## src/rtl/bittime_counter.sv

```systemverilog
// Bit-timing quantum counter: sequences SYNC/TSEG1/TSEG2 per prescaler quantum,
// applies hard sync and SJW-limited resync, and pulses sample point / bit end.
module bittime_counter #(
    parameter int unsigned WIDTH = 4
) (
    input  logic             clock,
    input  logic             reset,
    input  logic             Prescale_EN,
    input  logic [WIDTH-1:0] tseg1,
    input  logic [WIDTH-1:0] tseg2,
    input  logic [WIDTH-1:0] sjw,
    input  logic             hard_sync,
    input  logic             rx_edge,
    output logic [WIDTH-1:0] counto,
    output logic [1:0]       seg,
    output logic             sample_point,
    output logic             bit_end,
    output logic             resync_taken
);

    localparam int unsigned CW = WIDTH + 1;

    typedef enum logic [1:0] {
        SEG_SYNC  = 2'b00,
        SEG_TSEG1 = 2'b01,
        SEG_TSEG2 = 2'b10
    } seg_t;

    seg_t             state;
    logic [CW-1:0]    cnt;
    logic [WIDTH-1:0] t1_q;
    logic [WIDTH-1:0] t2_q;
    logic [WIDTH-1:0] sjw_q;
    logic [WIDTH-1:0] ext_q;
    logic [WIDTH-1:0] shrink_q;
    logic             resync_done;

    logic [WIDTH-1:0] t1_fix;
    logic [WIDTH-1:0] t2_fix;
    logic [WIDTH-1:0] sjw_nz;
    logic [WIDTH-1:0] sjw_fix;
    logic [CW-1:0]    cnt_inc;
    logic [CW-1:0]    t1_end;
    logic [CW-1:0]    t2_end;
    logic [CW-1:0]    t2_end_shr;
    logic [CW-1:0]    phase_err;
    logic [WIDTH-1:0] ext_cand;
    logic             resync_ok;
    logic             early_end;
    logic             t2_done;

    // Configuration fix-up and the segment end compares, all in WIDTH+1 bits
    always_comb begin
        t1_fix     = (tseg1 == '0) ? WIDTH'(1) : tseg1;
        t2_fix     = (tseg2 == '0) ? WIDTH'(1) : tseg2;
        sjw_nz     = (sjw == '0) ? WIDTH'(1) : sjw;
        sjw_fix    = (sjw_nz > t2_fix) ? t2_fix : sjw_nz;
        cnt_inc    = cnt + CW'(1);
        t1_end     = CW'(t1_q) + CW'(ext_q) - CW'(1);
        t2_end     = CW'(t2_q) - CW'(1) - CW'(shrink_q);
        t2_end_shr = CW'(t2_q) - CW'(1) - CW'(sjw_q);
        phase_err  = CW'(t2_q) - cnt;
        ext_cand   = (cnt_inc > CW'(sjw_q)) ? sjw_q : cnt_inc[WIDTH-1:0];
        resync_ok  = rx_edge && !resync_done;
        early_end  = phase_err <= CW'(sjw_q);
        // A shrink applied this quantum already moves the end point
        t2_done    = resync_ok ? (cnt == t2_end_shr) : (cnt == t2_end);
    end

    always_ff @(posedge clock or posedge reset) begin
        if (reset) begin
            state        <= SEG_SYNC;
            cnt          <= '0;
            t1_q         <= WIDTH'(1);
            t2_q         <= WIDTH'(1);
            sjw_q        <= WIDTH'(1);
            ext_q        <= '0;
            shrink_q     <= '0;
            resync_done  <= 1'b0;
            sample_point <= 1'b0;
            bit_end      <= 1'b0;
            resync_taken <= 1'b0;
        end else begin
            sample_point <= 1'b0;
            bit_end      <= 1'b0;
            resync_taken <= 1'b0;
            if (Prescale_EN) begin
                if (hard_sync) begin
                    state       <= SEG_TSEG1;
                    cnt         <= '0;
                    ext_q       <= '0;
                    shrink_q    <= '0;
                    resync_done <= 1'b1;
                    t1_q        <= t1_fix;
                    t2_q        <= t2_fix;
                    sjw_q       <= sjw_fix;
                end else begin
                    case (state)
                        SEG_SYNC: begin
                            state       <= SEG_TSEG1;
                            cnt         <= '0;
                            resync_done <= 1'b0;
                        end
                        SEG_TSEG1: begin
                            if (resync_ok) begin
                                ext_q        <= ext_cand;
                                resync_done  <= 1'b1;
                                resync_taken <= 1'b1;
                                cnt          <= cnt_inc;
                            end else if (cnt == t1_end) begin
                                state        <= SEG_TSEG2;
                                cnt          <= '0;
                                sample_point <= 1'b1;
                            end else begin
                                cnt <= cnt_inc;
                            end
                        end
                        SEG_TSEG2: begin
                            if (resync_ok && early_end) begin
                                // Edge quantum acts as SYNC of the next bit
                                state        <= SEG_TSEG1;
                                cnt          <= '0;
                                bit_end      <= 1'b1;
                                resync_taken <= 1'b1;
                                ext_q        <= '0;
                                shrink_q     <= '0;
                                resync_done  <= 1'b0;
                                t1_q         <= t1_fix;
                                t2_q         <= t2_fix;
                                sjw_q        <= sjw_fix;
                            end else if (t2_done) begin
                                state        <= SEG_SYNC;
                                cnt          <= '0;
                                bit_end      <= 1'b1;
                                resync_taken <= resync_ok;
                                ext_q        <= '0;
                                shrink_q     <= '0;
                                t1_q         <= t1_fix;
                                t2_q         <= t2_fix;
                                sjw_q        <= sjw_fix;
                            end else begin
                                cnt <= cnt_inc;
                                if (resync_ok) begin
                                    shrink_q     <= sjw_q;
                                    resync_done  <= 1'b1;
                                    resync_taken <= 1'b1;
                                end
                            end
                        end
                        default: begin
                            state <= SEG_SYNC;
                            cnt   <= '0;
                        end
                    endcase
                end
            end
        end
    end

    assign counto = cnt[WIDTH-1:0];
    assign seg    = state;

endmodule

```

## config.mk

```make
export PLATFORM = sky130hd
export DESIGN_NAME = bittime_counter
export DESIGN_NICKNAME = d
export VERILOG_FILES = /design/src/rtl/bittime_counter.sv
export SDC_FILE = /design/constraint.sdc
export NUM_CORES = 1
export LEC_CHECK = 0
export ABC_AREA = 1
export CAP_MARGIN = 10
export CORE_MARGIN = 2
export CORE_UTILIZATION = 53
export CTS_CLUSTER_SIZE = 25
export DETAILED_ROUTE_END_ITERATION = 8
export PLACE_DENSITY = 0.82
export SLEW_MARGIN = 40
export SYNTH_ARGS = -nofsm -noshare
export SYNTH_HDL_FRONTEND = slang
export SYNTH_SLANG_ARGS = --single-unit
```

## constraint.sdc

```tcl
create_clock -name clock -period 3.55 [get_ports clock]
set_input_delay 0.5325 -clock clock [delete_from_list [all_inputs] [get_ports clock]]
set_output_delay 0.5325 -clock clock [all_outputs]
set_load 0.1 [all_outputs]
```

pdn.png
Pins as bars on the die edge.
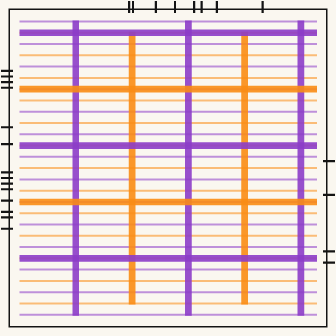
Key: purple = VSS; orange = VDD
27 met1 rails follow the rows. 5 straps on met4. The core has 26 rows. 5 straps on met5. 26 signal pins sit on the boundary.

cell_classes.png
Bar = 20 µm.
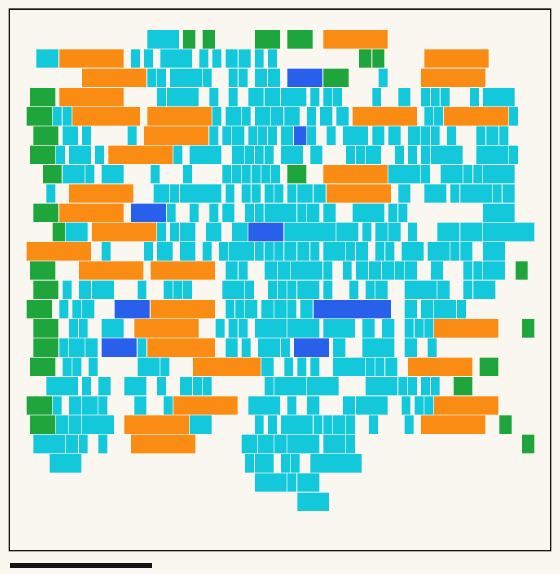
Key: green = other buffers and delay cells [cells 29, share of their area 7.8%]; blue = clock drivers and dummy loads [cells 8, share of their area 3.9%]; cyan = all other logic [cells 333, share of their area 63%]; orange = flip-flops [cells 31, share of their area 26%]

clock_map.png
Bar = 20 µm.
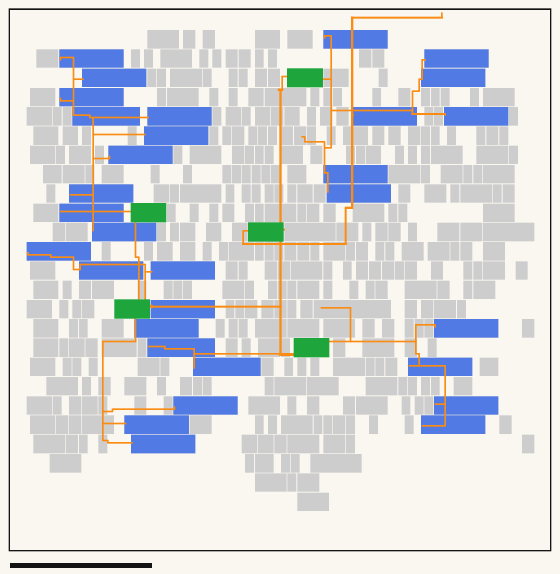
Key: blue = flip-flops [count 31]; orange = clock wires [length 424 µm]; green = cells driving clock nets [count 5]
There are 6 routed clock nets.

metal_stack.png
Only two layers are drawn.
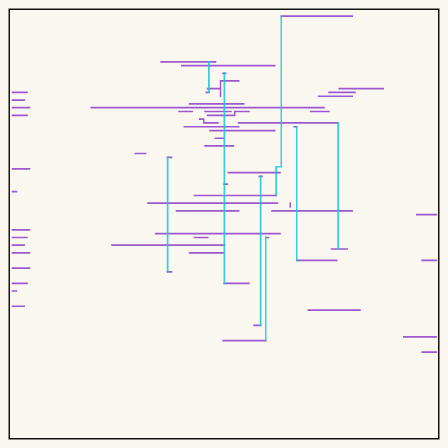
Key: purple = met3 [wire length 391 µm]; cyan = met4 [wire length 187 µm]

final_clocks.png
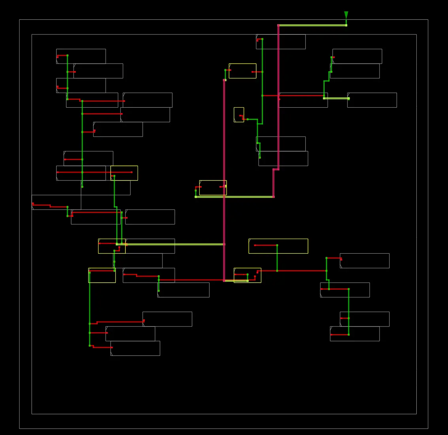
CTS buffer count: 5
FF+latch count: 31

==> notes.md <==
run results: Die Span Y=76.2 µm, min-delay src=ext_q[2], f_max=310 MHz, crit-path max FO=24, Final Setup Violations=0, synth warn=0, FF-to-FF End=t1_q[2], CP endpoint kind=flip-flop, inverters=63, fin cells=471, Final ANT Viol Nets=0, GRT Util Overall=22.4%, WL/cell=13.1 µm, Slew @ Worst Pin=691 ps, global-route wire length before repair=10.5 mm, Worst Setup EP=t1_q[2], largest net degree at the start of global routing=32, std cell rows=26, logic area=0.00166 mm², 1st-iter DRT viols=136, vias in the first global route=2,398, WHS Endpoint=ext_q[2], DRC=0, DRT Wirelength=6.19 mm, final hold vios=0, Tot Pwr=3.18 mW, worst clock skew=5.34 ps, Area leader share=25.4%, proportion of cell area spent on the clock network=3.77%, clock sinks=31, status=completed, Crit Path Category=input port to flip-flop, Mapped Nets=430, CTS tree=built, Mapped Area=0.00276 mm², count of library flops with an enable pin=0, die width=76.2 µm, Crit path max-delay family=buffers and inverters, Setup TNS=0 ps, Fin Hold WS=492 ps, critical path depth in cells=15, max reg flops=5, register area=779 µm², Tcrit/Tclk final=90.9%, WHS Path Cells=2, tool warnings=30, asr flop ratio synth=100%, grt ovf=0, cell area after layout=0.00312 mm², sequential area share after synthesis=28.2%, Resized Gates After CTS=0, clock period minus worst slack=3230 ps, Startpoint Class=input port, Crit path top cell by count=nand2_1, H-tree depth=2, Synth Register Bits=31, multi-input combinational area share=53.3%, vias per cell=5.33, Antenna diodes=0, Critical path buffers and inverters=3, Hold-fix buffers, CTS=0, depth of the most critical reg-to-reg path=15, GP Congestion=0.917, Logic Gate Count=270, Post-CTS Setup Inserts=0, Crit-path slowest cell=o21ai_4, Dominant flop cell=dfrtp_1
-- cells in the mapped netlist (2+ instances only) --
library cell,n
dfrtp_1,28
ha_1,34
nand3_2,3
buf_4,5
nor2_1,18
dfstp_2,3
xnor2_1,7
o21ai_0,16
inv_1,61
a21oi_1,14
nor2_2,3
clkbuf_1,4
nand4_1,8
nand2_1,99
xor2_1,10
nand3_1,30
buf_6,3
nor3_1,2
o21ai_2,11
fa_1,3
a31oi_1,5
o21ai_1,3
-- cell families after synthesis --
logic type,Yosys count,share of synthesized area [%]
AND/OR/NAND/NOR,166,26.0
buffers and inverters,75,11.7
AND-OR/OR-AND,50,11.2
adder cells (fa/ha/maj),37,17.6
flip-flops,31,28.2
XOR/XNOR,17,5.39
-- where the power goes --
group | total (mW) | leakage, nW | switching [mW] | internal (mW)
clock | 0.362 | 0.0612 | 0.136 | 0.227
combinational | 2.17 | 1.23 | 1.35 | 0.817
sequential | 0.649 | 0.399 | 0.151 | 0.499
-- cells in the final DEF, fill, tap and decap left out, types with 4 or more instances in the layout --
master and instances:
a21oi_1 14, a31oi_1 5, buf_2 9, buf_4 4
clkbuf_8 6, clkdlybuf4s50_1 16, dfrtp_1 28, ha_1 34
inv_1 61, nand2_1 99, nand3_1 30, nand4_1 8
nor2_1 18, o21ai_0 16, o21ai_2 11, xnor2_1 7
xor2_1 10
-- per-stage QoR --
stage,utilization [%],worst slack [ps]
floorplan,-,791
global placement,60.0,164
detailed placement,59.1,64.4
CTS,61.4,344
global route,61.4,17.6
finish,61.4,322
-- routing by layer --
metal  vias up  track usage [%]
met3        18             3.91
met2        94             36.9
li1       1246                -
met4         0             10.5
met1      1151             28.7
met5         -                0
Power is estimated from default activity; no workload was simulated.
